<file path="src/rtl/game_pkg.sv">
// Shared game definitions: action codes, player IDs and the per-player pending slot.
package game_pkg;

    localparam int unsigned CODE_W = 2;
    localparam int unsigned CNT_W  = 8;

    typedef enum logic [CODE_W-1:0] {
        ACT_NONE   = 2'b00,
        ACT_LEFT   = 2'b01,
        ACT_RIGHT  = 2'b10,
        ACT_ATTACK = 2'b11
    } act_code_t;

    typedef enum logic {
        PLAYER_1 = 1'b0,
        PLAYER_2 = 1'b1
    } player_t;

    typedef struct packed {
        logic      valid;
        act_code_t code;
    } slot_t;

    // Direction is only meaningful when exactly one of left/right is pressed.
    function automatic act_code_t dir_of(input logic left, input logic right);
        if (left && !right) begin
            return ACT_LEFT;
        end
        if (right && !left) begin
            return ACT_RIGHT;
        end
        return ACT_NONE;
    endfunction

endpackage

</file>
<file path="src/rtl/player_action_gen.sv">
// One player's action source: direction auto-repeat, attack edge detect with
// cooldown, and a single pending-action slot drained by the arbiter.
module player_action_gen
    import game_pkg::*;
#(
    parameter int unsigned MOVE_PERIOD     = 8,
    parameter int unsigned ATTACK_COOLDOWN = 16
) (
    input  logic  clk,
    input  logic  reset,
    input  logic  tick,
    input  logic  left,
    input  logic  right,
    input  logic  attack,
    input  logic  grant,
    output slot_t slot,
    output logic  cooldown
);

    act_code_t        dir;
    act_code_t        prev_dir;
    logic             prev_attack;
    logic [CNT_W-1:0] rep_cnt;
    logic [CNT_W-1:0] rep_next;
    logic [CNT_W-1:0] cd_cnt;
    logic [CNT_W-1:0] cd_next;
    logic             new_dir;
    logic             move_req;
    logic             attack_req;
    slot_t            slot_next;

    // Request generation, counter updates and slot replacement policy.
    always_comb begin
        dir        = dir_of(left, right);
        new_dir    = 1'b0;
        move_req   = 1'b0;
        attack_req = 1'b0;
        rep_next   = rep_cnt;
        cd_next    = cd_cnt;
        slot_next  = slot;

        new_dir  = (dir != ACT_NONE) && (dir != prev_dir);
        move_req = new_dir || ((dir != ACT_NONE) && tick && (rep_cnt == CNT_W'(1)));

        if (dir == ACT_NONE) begin
            rep_next = '0;
        end else if (new_dir) begin
            rep_next = CNT_W'(MOVE_PERIOD);
        end else if (tick) begin
            if (rep_cnt == CNT_W'(1)) begin
                rep_next = CNT_W'(MOVE_PERIOD);
            end else if (rep_cnt != '0) begin
                rep_next = rep_cnt - CNT_W'(1);
            end
        end

        attack_req = attack && !prev_attack && (cd_cnt == '0);

        if (grant && (slot.code == ACT_ATTACK)) begin
            cd_next = CNT_W'(ATTACK_COOLDOWN);
        end else if (tick && (cd_cnt != '0)) begin
            cd_next = cd_cnt - CNT_W'(1);
        end

        // Clear first so a same-cycle request survives the grant.
        if (grant) begin
            slot_next.valid = 1'b0;
        end
        if (move_req && !slot_next.valid) begin
            slot_next = '{valid: 1'b1, code: dir};
        end
        if (attack_req) begin
            slot_next = '{valid: 1'b1, code: ACT_ATTACK};
        end
    end

    // State and output registers.
    always_ff @(posedge clk or posedge reset) begin
        if (reset) begin
            prev_dir    <= ACT_NONE;
            prev_attack <= 1'b0;
            rep_cnt     <= '0;
            cd_cnt      <= '0;
            slot        <= '{valid: 1'b0, code: ACT_NONE};
            cooldown    <= 1'b0;
        end else begin
            prev_dir    <= dir;
            prev_attack <= attack;
            rep_cnt     <= rep_next;
            cd_cnt      <= cd_next;
            slot        <= slot_next;
            cooldown    <= (cd_next != '0);
        end
    end

endmodule

</file>
<file path="src/rtl/player_action_arbiter.sv">
// Two-player action arbiter: round-robin between the players' pending slots
// into a single valid/ready output register.
module player_action_arbiter
    import game_pkg::*;
#(
    parameter int unsigned MOVE_PERIOD     = 8,
    parameter int unsigned ATTACK_COOLDOWN = 16
) (
    input  logic              clk,
    input  logic              reset,
    input  logic              tick,
    input  logic              p1_left,
    input  logic              p1_right,
    input  logic              p1_attack,
    input  logic              p2_left,
    input  logic              p2_right,
    input  logic              p2_attack,
    input  logic              act_ready,
    output logic              act_valid,
    output logic              act_player,
    output logic [CODE_W-1:0] act_code,
    output logic              p1_cooldown,
    output logic              p2_cooldown
);

    slot_t   slot_p1;
    slot_t   slot_p2;
    player_t last_grant;
    player_t pick_c;
    logic    free_c;
    logic    grant_p1_c;
    logic    grant_p2_c;
    logic    load_c;

    player_action_gen #(
        .MOVE_PERIOD     (MOVE_PERIOD),
        .ATTACK_COOLDOWN (ATTACK_COOLDOWN)
    ) u_gen_p1 (
        .clk      (clk),
        .reset    (reset),
        .tick     (tick),
        .left     (p1_left),
        .right    (p1_right),
        .attack   (p1_attack),
        .grant    (grant_p1_c),
        .slot     (slot_p1),
        .cooldown (p1_cooldown)
    );

    player_action_gen #(
        .MOVE_PERIOD     (MOVE_PERIOD),
        .ATTACK_COOLDOWN (ATTACK_COOLDOWN)
    ) u_gen_p2 (
        .clk      (clk),
        .reset    (reset),
        .tick     (tick),
        .left     (p2_left),
        .right    (p2_right),
        .attack   (p2_attack),
        .grant    (grant_p2_c),
        .slot     (slot_p2),
        .cooldown (p2_cooldown)
    );

    // Pick a pending slot whenever the output register can take a new action.
    always_comb begin
        free_c     = !act_valid || act_ready;
        pick_c     = PLAYER_1;
        grant_p1_c = 1'b0;
        grant_p2_c = 1'b0;

        if (free_c) begin
            if (slot_p1.valid && slot_p2.valid) begin
                pick_c = (last_grant == PLAYER_1) ? PLAYER_2 : PLAYER_1;
            end else if (slot_p2.valid) begin
                pick_c = PLAYER_2;
            end
            grant_p1_c = slot_p1.valid && (pick_c == PLAYER_1);
            grant_p2_c = slot_p2.valid && (pick_c == PLAYER_2);
        end
        load_c = grant_p1_c || grant_p2_c;
    end

    // Output register; holds its payload while stalled.
    always_ff @(posedge clk or posedge reset) begin
        if (reset) begin
            act_valid  <= 1'b0;
            act_player <= 1'b0;
            act_code   <= CODE_W'(ACT_NONE);
            last_grant <= PLAYER_2;
        end else if (free_c) begin
            act_valid <= load_c;
            if (load_c) begin
                act_player <= pick_c;
                act_code   <= (pick_c == PLAYER_1) ? slot_p1.code : slot_p2.code;
                last_grant <= pick_c;
            end
        end
    end

endmodule

</file>
<file path="config.mk">
export PLATFORM = sky130hd
export DESIGN_NAME = player_action_arbiter
export DESIGN_NICKNAME = d
export VERILOG_FILES = /design/src/rtl/game_pkg.sv /design/src/rtl/player_action_gen.sv /design/src/rtl/player_action_arbiter.sv
export SDC_FILE = /design/constraint.sdc
export NUM_CORES = 1
export LEC_CHECK = 0
export CAP_MARGIN = 20
export CORE_MARGIN = 2
export CORE_UTILIZATION = 40
export CTS_BUF_LIST = sky130_fd_sc_hd__clkbuf_8 sky130_fd_sc_hd__clkbuf_16
export CTS_CLUSTER_DIAMETER = 40
export DETAILED_ROUTE_END_ITERATION = 16
export PLACE_DENSITY = 0.57
export SLEW_MARGIN = 20
export SYNTH_ARGS = -nofsm -noshare
export SYNTH_HDL_FRONTEND = slang
export SYNTH_SLANG_ARGS = --single-unit
</file>
<file path="constraint.sdc">
create_clock -name clk -period 4.2 [get_ports clk]
set_clock_uncertainty 0.1 [all_clocks]
set_input_delay 1.26 -clock clk [delete_from_list [all_inputs] [get_ports clk]]
set_output_delay 1.26 -clock clk [all_outputs]
set_load 0.02 [all_outputs]
</file>
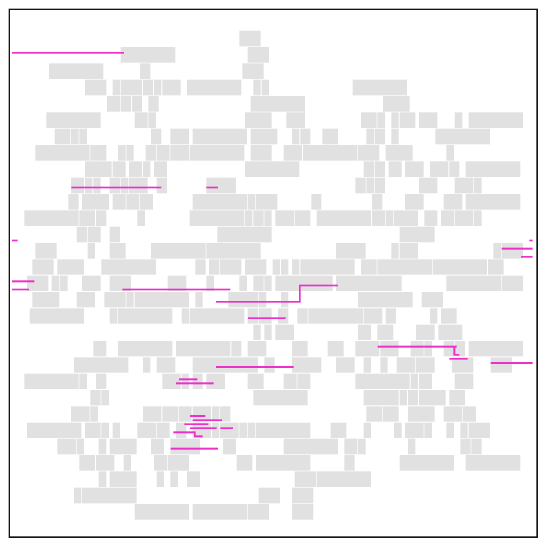
Run 1: M3 wires
Scale: 6 px per um.
longest straight run	18.4 um
nets with wire on the layer	20
DR vias: 2,124
met3 usage: 0.0264
Routed Wire Length: 5420 um

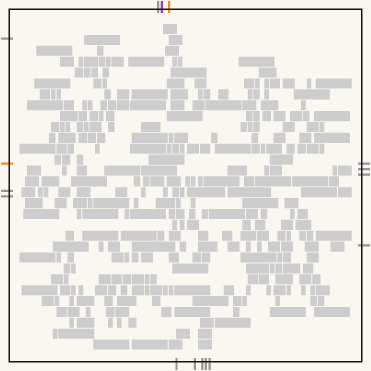
Run 1: ports around the boundary
Scale: 4 px per um. Pins as bars across the die edge, other pins in grey.
port	colour	pins	direction	edge
p1_left	purple	1	input	top
act_code	orange	2	output	1 left, 1 top
all pins by edge	5 bottom, 4 left, 4 right, 3 top
die height: 87.7 um
Horiz. Die Dim: 87.7 um
number of port buffers: 15

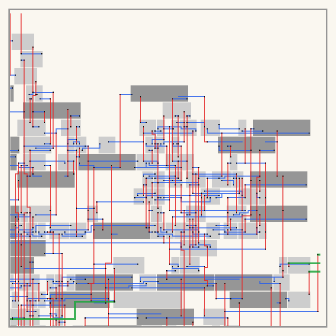
Run 1: zoomed window
Window x 38 to 88, y 38 to 88 um. Cells in grey, sequential cells in the stronger grey; small squares are vias.
layer	colour
metal 1	blue
metal 3	green
metal 2	red
sequential cells in the window	16
most frequent	dfrtp_1 (15), nand2_1 (13), nor2_1 (7)
netlist names of flops here include	u_gen_p1.rep_cnt (8), u_gen_p1.prev_dir (2), u_gen_p2.cd_cnt (2)
cells with their middle in the window	93

==> out/qor.csv, run 1 <==
metric,value,unit
grt_use_total,0.153,
cp_num_buf_inv,2,
synthCells,292,
slowest_stage,clkdlybuf4s50_1,
cellInternalPower,1.22,mW
area_growth,15.6,%
period_needed,3.31,ns
grt_remaining_overflow,0,
flop_cell,dfrtp_1,
p_sw,715,uW
swShare,0.370,
pwr-share-comb,0.382,
power.leakage,1.43,nW
dieArea,0.00770,mm2
synth-edff-count,0,
initCoreUtil,0.413,
path_cells,"clkdlybuf4s50_1, inv_1, ha_1, xor2_1, or3_1, or2_2, nor2_1, a32o_1",
fmax,0.302,GHz
post-route-drc-count,0,
firstDrtPassIters,4,
final_layout_size_suffix_gt1_frac,0.0978,
place_congestion,0.802,
fin_cells,413,
ant_nets,0,
grt_max_degree,29,
grt_pass1_vias,2009,
rsz0062_at_grt,no,
grt_pass1_wl,9230,um
htreeDepth,2,
ir_drop,310,uV
status,"complete, no violations",
ys_ff,51,
syn_area,0.00280,mm2
final_cell_mix,"dfrtp_1, nor2_1, nand2_1",
first_iter_violations,93,
power_density,597,mW/mm2
start_kind,input pin,
cts_resized,0,
yosysTopAreaCellShare,0.446,
crit_fanout,6,
cp_top_family,simple AND/OR/NAND/NOR gates,
post_cts_buffers,0,
crit_arrival,3.46,ns
lay_top_count,dfrtp_1,
rr_worst_depth,7,
top_cells_by_area,"dfrtp_1, ha_1, nor2_1",
==> run 1: flip-flops by register name (all words and copies together) (netlist names) <==
register / count
u_gen_p2.cd_cnt: 8
u_gen_p1.prev_dir: 2
u_gen_p1.cooldown: 1
u_gen_p1.cd_cnt: 8
last_grant: 1
act_code: 2
act_player: 1
u_gen_p2.prev_dir: 2
u_gen_p2.cooldown: 1
u_gen_p1.slot: 3
u_gen_p2.prev_attack: 1
u_gen_p2.rep_cnt: 8
u_gen_p1.prev_attack: 1
u_gen_p2.slot: 3
u_gen_p1.rep_cnt: 8
act_valid: 1
==> run 1: cell usage after synthesis, types with 2 or more instances <==
cell type,instances
nand2_1,24
ha_1,12
xor2_1,9
nor3b_1,3
nand2b_1,5
nor4_1,2
a21oi_1,14
a21o_1,3
mux2i_1,7
o31ai_1,2
or2_2,3
nor3_1,6
dfrtp_1,50
or4_2,2
a22o_1,3
nor4b_1,4
clkbuf_1,3
o21ai_0,14
nand4_1,3
or3_1,6
a2111oi_0,3
a21boi_0,2
inv_1,19
or3b_2,4
nor2_1,35
nand3_1,9
xnor2_1,10
or4_1,2
nor2b_1,6
a32o_1,2
and2_1,2
a211oi_1,2
or4b_2,2
==> run 1: cells by family (layout without fill, tap and decap cells) <==
kind of cell               after synthesis  count (layout)  synth area share
and+or+nand+nor                        123             123             0.232
AOI/OAI and AO/OA                       57              57             0.141
DFF                                     51              51             0.456
buffers and inverters                   23              48            0.0335
xor gates and xnor gates                19              19            0.0593
adders and majority gates               12              12            0.0535
muxes                                    7               7            0.0250
==> run 1: through the flow <==
step            util  hold WS [ns]  setup WS [ns]  area, um2
2_1_floorplan      -         0.344           1.16       2800
3_3_place_gp   0.456         0.357          0.586       3100
3_5_place_dp   0.456         0.367          0.550       3100
4_1_cts        0.476         0.379          0.896       3230
5_1_grt        0.477         0.399          0.764       3240
6_report       0.477         0.376          0.888       3240
==> run 1: path summary, 6_finish.rpt <==
check                                    from                   to  slack (ns)
setup / recovery                      p2_left  u_gen_p2.rep_cnt[5]        0.89
hold / removal                     last_grant           last_grant        0.38
setup reg to reg           u_gen_p2.cd_cnt[0]    u_gen_p2.cooldown        1.65
hold reg to reg                    last_grant           last_grant        0.38
max in group asynchronous               reset           last_grant        2.33
min in group asynchronous               reset  u_gen_p1.rep_cnt[6]        1.05
==> run 1: power by group through the flow <==
stage               Clock (mW)  Sequential, mW  Combinational, mW
floorplan                    0           0.772              0.572
global placement             0           0.796              0.735
detailed placement           0           0.797              0.737
CTS                      0.424           0.787              0.742
global route             0.441           0.810              0.837
finish                   0.407           0.788              0.740
==> run 1: final cells by class <==
class	count	area [um2]
Clock inverter	3	67.6
Tap cell	96	120
Timing Repair Buffer	21	195
Clock buffer	5	68.8
Fill cell	636	3550
Sequential cell	51	1280
Inverter	19	71.3
Multi-Input combinational cell	218	1440
==> run 1: per-layer routing <==
layer | track usage | vias to the layer above | routed length, um
met5 | 0 | - | 0
met4 | 0.0587 | 0 | 82
met3 | 0.0264 | 6 | 169
met2 | 0.235 | 41 | 2420
met1 | 0.217 | 992 | 2750
li1 | - | 1085 | -
Run 1, placement by cell class:
Scale: 6 px per um.
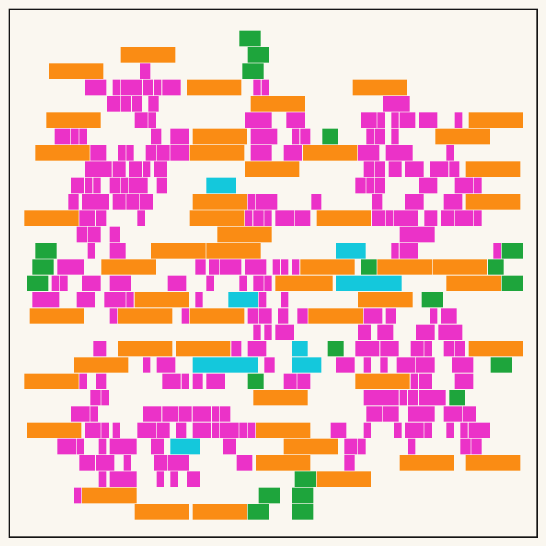

==> run 1 -> run 2 <==
- clock period: 4.2 -> 3.45 ns (I/O delays scaled with it)
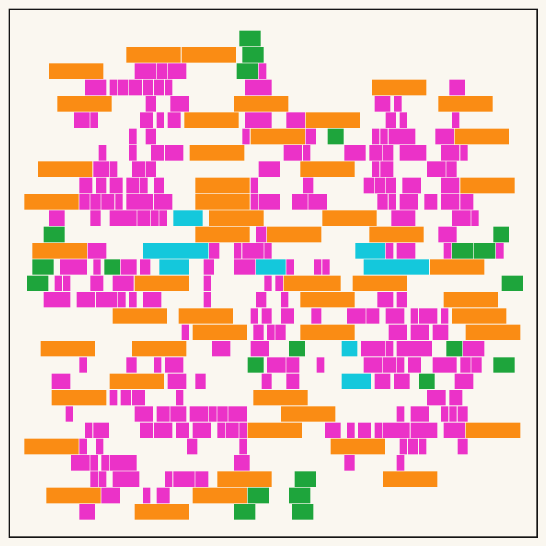
Run 2: placement by cell class
Scale: 6 px per um.
class	colour	cells	share of their area
other buffers and delay cells	green	22	6.5%
clock drivers and dummy loads	cyan	8	4.4%
flops	orange	51	41%
combinational and other logic	magenta	237	48%

==> out/qor.csv, run 2 <==
metric,value,unit,change
top_cells_by_count,"dfrtp_1, nor2_1, nand2_1, inv_1",,
crit_arrival,3.26,ns,-0.20 ns
grt_pass1_wl,9360,um,+1.4%
grt_pass1_vias,2052,,+2.1%
syn_area,0.00280,mm2,unchanged
power.leakage,1.43,nW,about the same
fillers,652,,+2.5%
swShare,0.368,,-0.00173
area_growth,15.6,%,unchanged
firstDrtPassIters,4,,unchanged
top_cells_by_area,"dfrtp_1, ha_1, nor2_1",,
grt_remaining_overflow,0,,unchanged
ir_drop,294,uV,-5.3%
pwr-share-comb,0.385,,+0.003
path_cells,"clkdlybuf4s50_1, inv_1, ha_1, xor2_1, or3_1, or2_2, nor2_1, a32o_1",,
fmax,0.321,GHz,
final_cell_mix,"dfrtp_1, nor2_1, nand2_1",,
die_h,87.7,um,unchanged
synth_dominant_cell_count,dfrtp_1,,
initCoreUtil,0.413,,unchanged
cellInternalPower,1.49,mW,+22%
dieArea,0.00770,mm2,unchanged
ant_nets,0,,unchanged
cp_top_family,simple AND/OR/NAND/NOR gates,,
place_congestion,0.840,,+4.8%
synthCells,292,,unchanged
die_x,87.7,um,unchanged
status,"complete, no violations",,
power_density,726,mW/mm2,+22%
htreeDepth,2,,unchanged
lay_top_count,dfrtp_1,,
post_cts_buffers,0,,unchanged
period_needed,3.11,ns,
crit_fanout,6,,unchanged
start_kind,input pin,,
grt_max_degree,52,,+79%
grt_use_total,0.154,,+0.000318
rsz0062_at_grt,no,,
final_layout_size_suffix_gt1_frac,0.0975,,-0.000308
run 2: cell types whose count changed in the layout (fill, tap and decap cells not counted):
cell / previous run / this run
o41ai_1: 0 / 1
o41ai_2: 1 / 0
buf_4: 6 / 7
run 2: routing by layer:
layer / routed length (um) / track usage / vias up
li1: - / - / 1092
met1: 2710 / 0.204 / 1019
met2: 2570 / 0.260 / 18
met3: 124 / 0.0283 / 4
met4: 49 / 0.0378 / 0
met5: 0 / 0 / -
run 2: through the flow:
step                       util  instances  area [um2]  setup slack (ns)
after floorplan               -        292        2800             0.635
after global placement    0.457        406        3100            0.0597
after detailed placement  0.457        406        3100            0.0229
after CTS                 0.477        414        3240             0.350
after global routing      0.477        414        3240             0.198
final                     0.477        414        3240             0.337
run 2: worst reg2reg max path: stages, from the launching register on:
cell	delay (ns)
dfrtp_1	0.43
inv_1	0.09
ha_1	0.17
or3b_2	0.50
o41ai_1	0.91
a2111oi_0	0.33
xnor2_1	0.22
nor2_1	0.05
run 2: final cells by class:
cell class | count | area (um2) | share of cell area
flip-flops and latches | 51 | 1280 | 0.394
repair buffers | 22 | 203 | 0.0625
clock buffers | 5 | 68.8 | 0.0212
clock inverters | 3 | 67.6 | 0.0208
inverters | 19 | 71.3 | 0.0220
well taps | 96 | 120 | 0.0371
multi-input cells | 218 | 1430 | 0.442
run 2: logic make-up (layout without fill, tap and decap cells):
group | after synthesis | after routing | share of synthesized area
xor+xnor | 19 | 19 | 0.0593
fa+ha+maj | 12 | 12 | 0.0535
flops | 51 | 51 | 0.456
buf+inv | 23 | 49 | 0.0335
mux | 7 | 7 | 0.0250
simple gates | 123 | 123 | 0.232
compound gates | 57 | 57 | 0.141
run 2: final timing paths:
path,from,end,depth (start not counted)
max in group asynchronous,reset,u_gen_p2.slot[1],3
min in group asynchronous,reset,u_gen_p2.cd_cnt[0],3
hold reg to reg,last_grant,last_grant,2
setup reg to reg,u_gen_p1.rep_cnt[0],u_gen_p1.rep_cnt[7],7
hold / removal,last_grant,last_grant,2
setup / recovery,p2_left,u_gen_p2.rep_cnt[5],8
run 2: power by group through the flow:
stage	sequential, mW	clock, mW	combinational, mW
after floorplan	0.940	0	0.697
after detailed placement	0.968	0	0.909
after CTS	0.957	0.513	0.915
after global placement	0.969	0	0.896
final	0.957	0.490	0.905
after global routing	0.991	0.532	1.03
Run 2, ports around the boundary:
Scale: 4 px per um. Pins as bars across the die edge, other pins in grey.
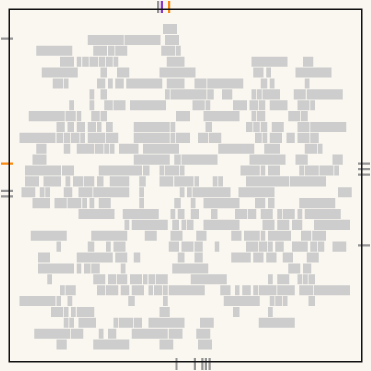

==> run 2 -> run 3 <==
- SYNTH_HIERARCHICAL: default -> 1
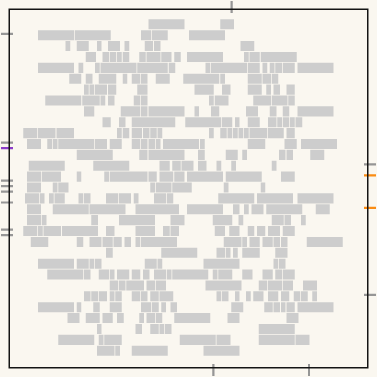
Run 3: ports around the boundary
Scale: 4 px per um. Pins as bars across the die edge, other pins in grey.
port	colour	pins	direction	edge
p1_left	purple	1	input	left
act_code	orange	2	output	right

==> out/qor.csv, run 3 <==
metric,value,unit,change
final_layout_size_suffix_gt1_frac,0.0961,,-0.00139
place_ws,0.263,ns,+0.240 ns
ys_ff,51,,
synth_dominant_cell_count,dfrtp_1,,
htreeDepth,2,,unchanged
dieArea,0.00797,mm2,+3.5%
final_cell_mix,"dfrtp_1, nor2_1, inv_1",,
initCoreUtil,0.407,,-0.00527
setup_ws,0.603,ns,+0.267 ns
period_needed,2.85,ns,-0.267 ns
end_kind,flip-flop,,
status,"complete, no violations",,
top_cells_by_count,"dfrtp_1, nor2_1, inv_1, a21oi_1, nand2_1",,
grt_pass1_wl,10100,um,+8.0%
crit_arrival,3.00,ns,-0.26 ns
grt_pass1_vias,2102,,+2.4%
nets,354,,
antenna_found_initial,0,,
rsz0062_at_grt,no,,
clock.latency.late_pin,0.30,ns,
grt_max_degree,24,,-54%
setup_viol,0,,
grt_remaining_overflow,0,,unchanged
post-route-drc-count,0,,
die_h,89.3,um,+1.7%
die_x,89.3,um,+1.7%
area_growth,14.5,%,
start_kind,input pin,,
lay_top_count,dfrtp_1,,
crit_type,in -> reg,,
place_congestion,0.805,,-4.1%
finalPower,2.45,mW,
synthCells,308,,+5.5%
ant_nets,0,,unchanged
syn_area,0.00291,mm2,+3.7%
firstDrtPassIters,4,,unchanged
crit_fanout,8,,+2
first_iter_violations,104,,
top_cells_by_area,"dfrtp_1, ha_1, nor2_1",,
hold_buffers,0,,
cts_made_buffers,5,,
post_cts_buffers,0,,unchanged
power_density,737,mW/mm2,+1.5%
power.leakage,1.48,nW,+3.4%
grt_use_total,0.161,,+0.00742
ir_drop,331,uV,+13%
fmax,0.351,GHz,+9.4%
## run 3: cell count changes after synthesis, moves of 5 or more
cell / delta
or3_1: +7
a21oi_1: +7
xnor2_1: -5
nor2_1: -6
o21ai_1: +5
nand3_1: +5
## run 3: path summary, 6_finish.rpt
path	startpoint	endpoint	slack, ns	depth (start not counted)
worst max register to register	u_gen_p2/cd_cnt[0]	u_gen_p2/cooldown	1.07	6
worst min register to register	act_player	act_player	0.43	1
min in group asynchronous	reset	act_code[0]	0.88	2
worst min-delay path	act_player	act_player	0.43	1
max in group asynchronous	reset	u_gen_p1/slot[0]	1.99	3
worst max-delay path	p2_left	u_gen_p2/rep_cnt[7]	0.60	9
## run 3: logic make-up (layout without fill, tap and decap cells)
logic type | Yosys count | count (layout) | share of synthesized area
adder cells (fa/ha/maj) | 12 | 12 | 0.0516
multiplexers | 4 | 4 | 0.0142
XOR/XNOR | 12 | 12 | 0.0361
buffers and inverters | 27 | 52 | 0.0400
AND/OR/NAND/NOR | 128 | 128 | 0.247
AND-OR/OR-AND | 74 | 74 | 0.172
flip-flops | 51 | 51 | 0.439
## run 3: area by class of cell
type	count	area [um2]
multi-input combinational	230	1510
inverter	23	86.3
sequential	51	1280
clock buffer	5	68.8
clock inverter	3	63.8
timing repair buffer	21	195
tap	99	124
fill	696	3810
## run 3: report_power, final
part / internal [mW] / leakage (nW) / switching [mW]
registers: 0.781 / 0.636 / 0.218
clock network: 0.287 / 0.0695 / 0.198
logic: 0.449 / 0.772 / 0.520
## run 3: metrics by stage
| stage | area, um2 | util | cells | hold slack, ns |
|---|---|---|---|---|
| after floorplan | 2910 | - | 308 | 0.394 |
| after global placement | 3200 | 0.448 | 424 | 0.406 |
| after detailed placement | 3200 | 0.448 | 424 | 0.390 |
| after CTS | 3330 | 0.467 | 432 | 0.425 |
| after global routing | 3330 | 0.467 | 432 | 0.452 |
| final | 3330 | 0.467 | 432 | 0.430 |
## run 3: routing by layer
metal,track usage,wire length (um),vias to the layer above
met2,0.236,2550,40
met5,0,0,-
li1,-,-,1173
met3,0.0305,223,6
met1,0.245,3080,1084
met4,0.0407,73,0
## run 3: critical path: stages
cell             delay [ns]
clkdlybuf4s50_1        0.48
inv_1                  0.05
ha_1                   0.22
xor2_1                 0.20
nor3_1                 0.09
buf_4                  0.16
and2_2                 0.21
or4b_1                 0.46
nand3_1                0.09
No activity file was given, so power comes from the tool's default toggle rates.
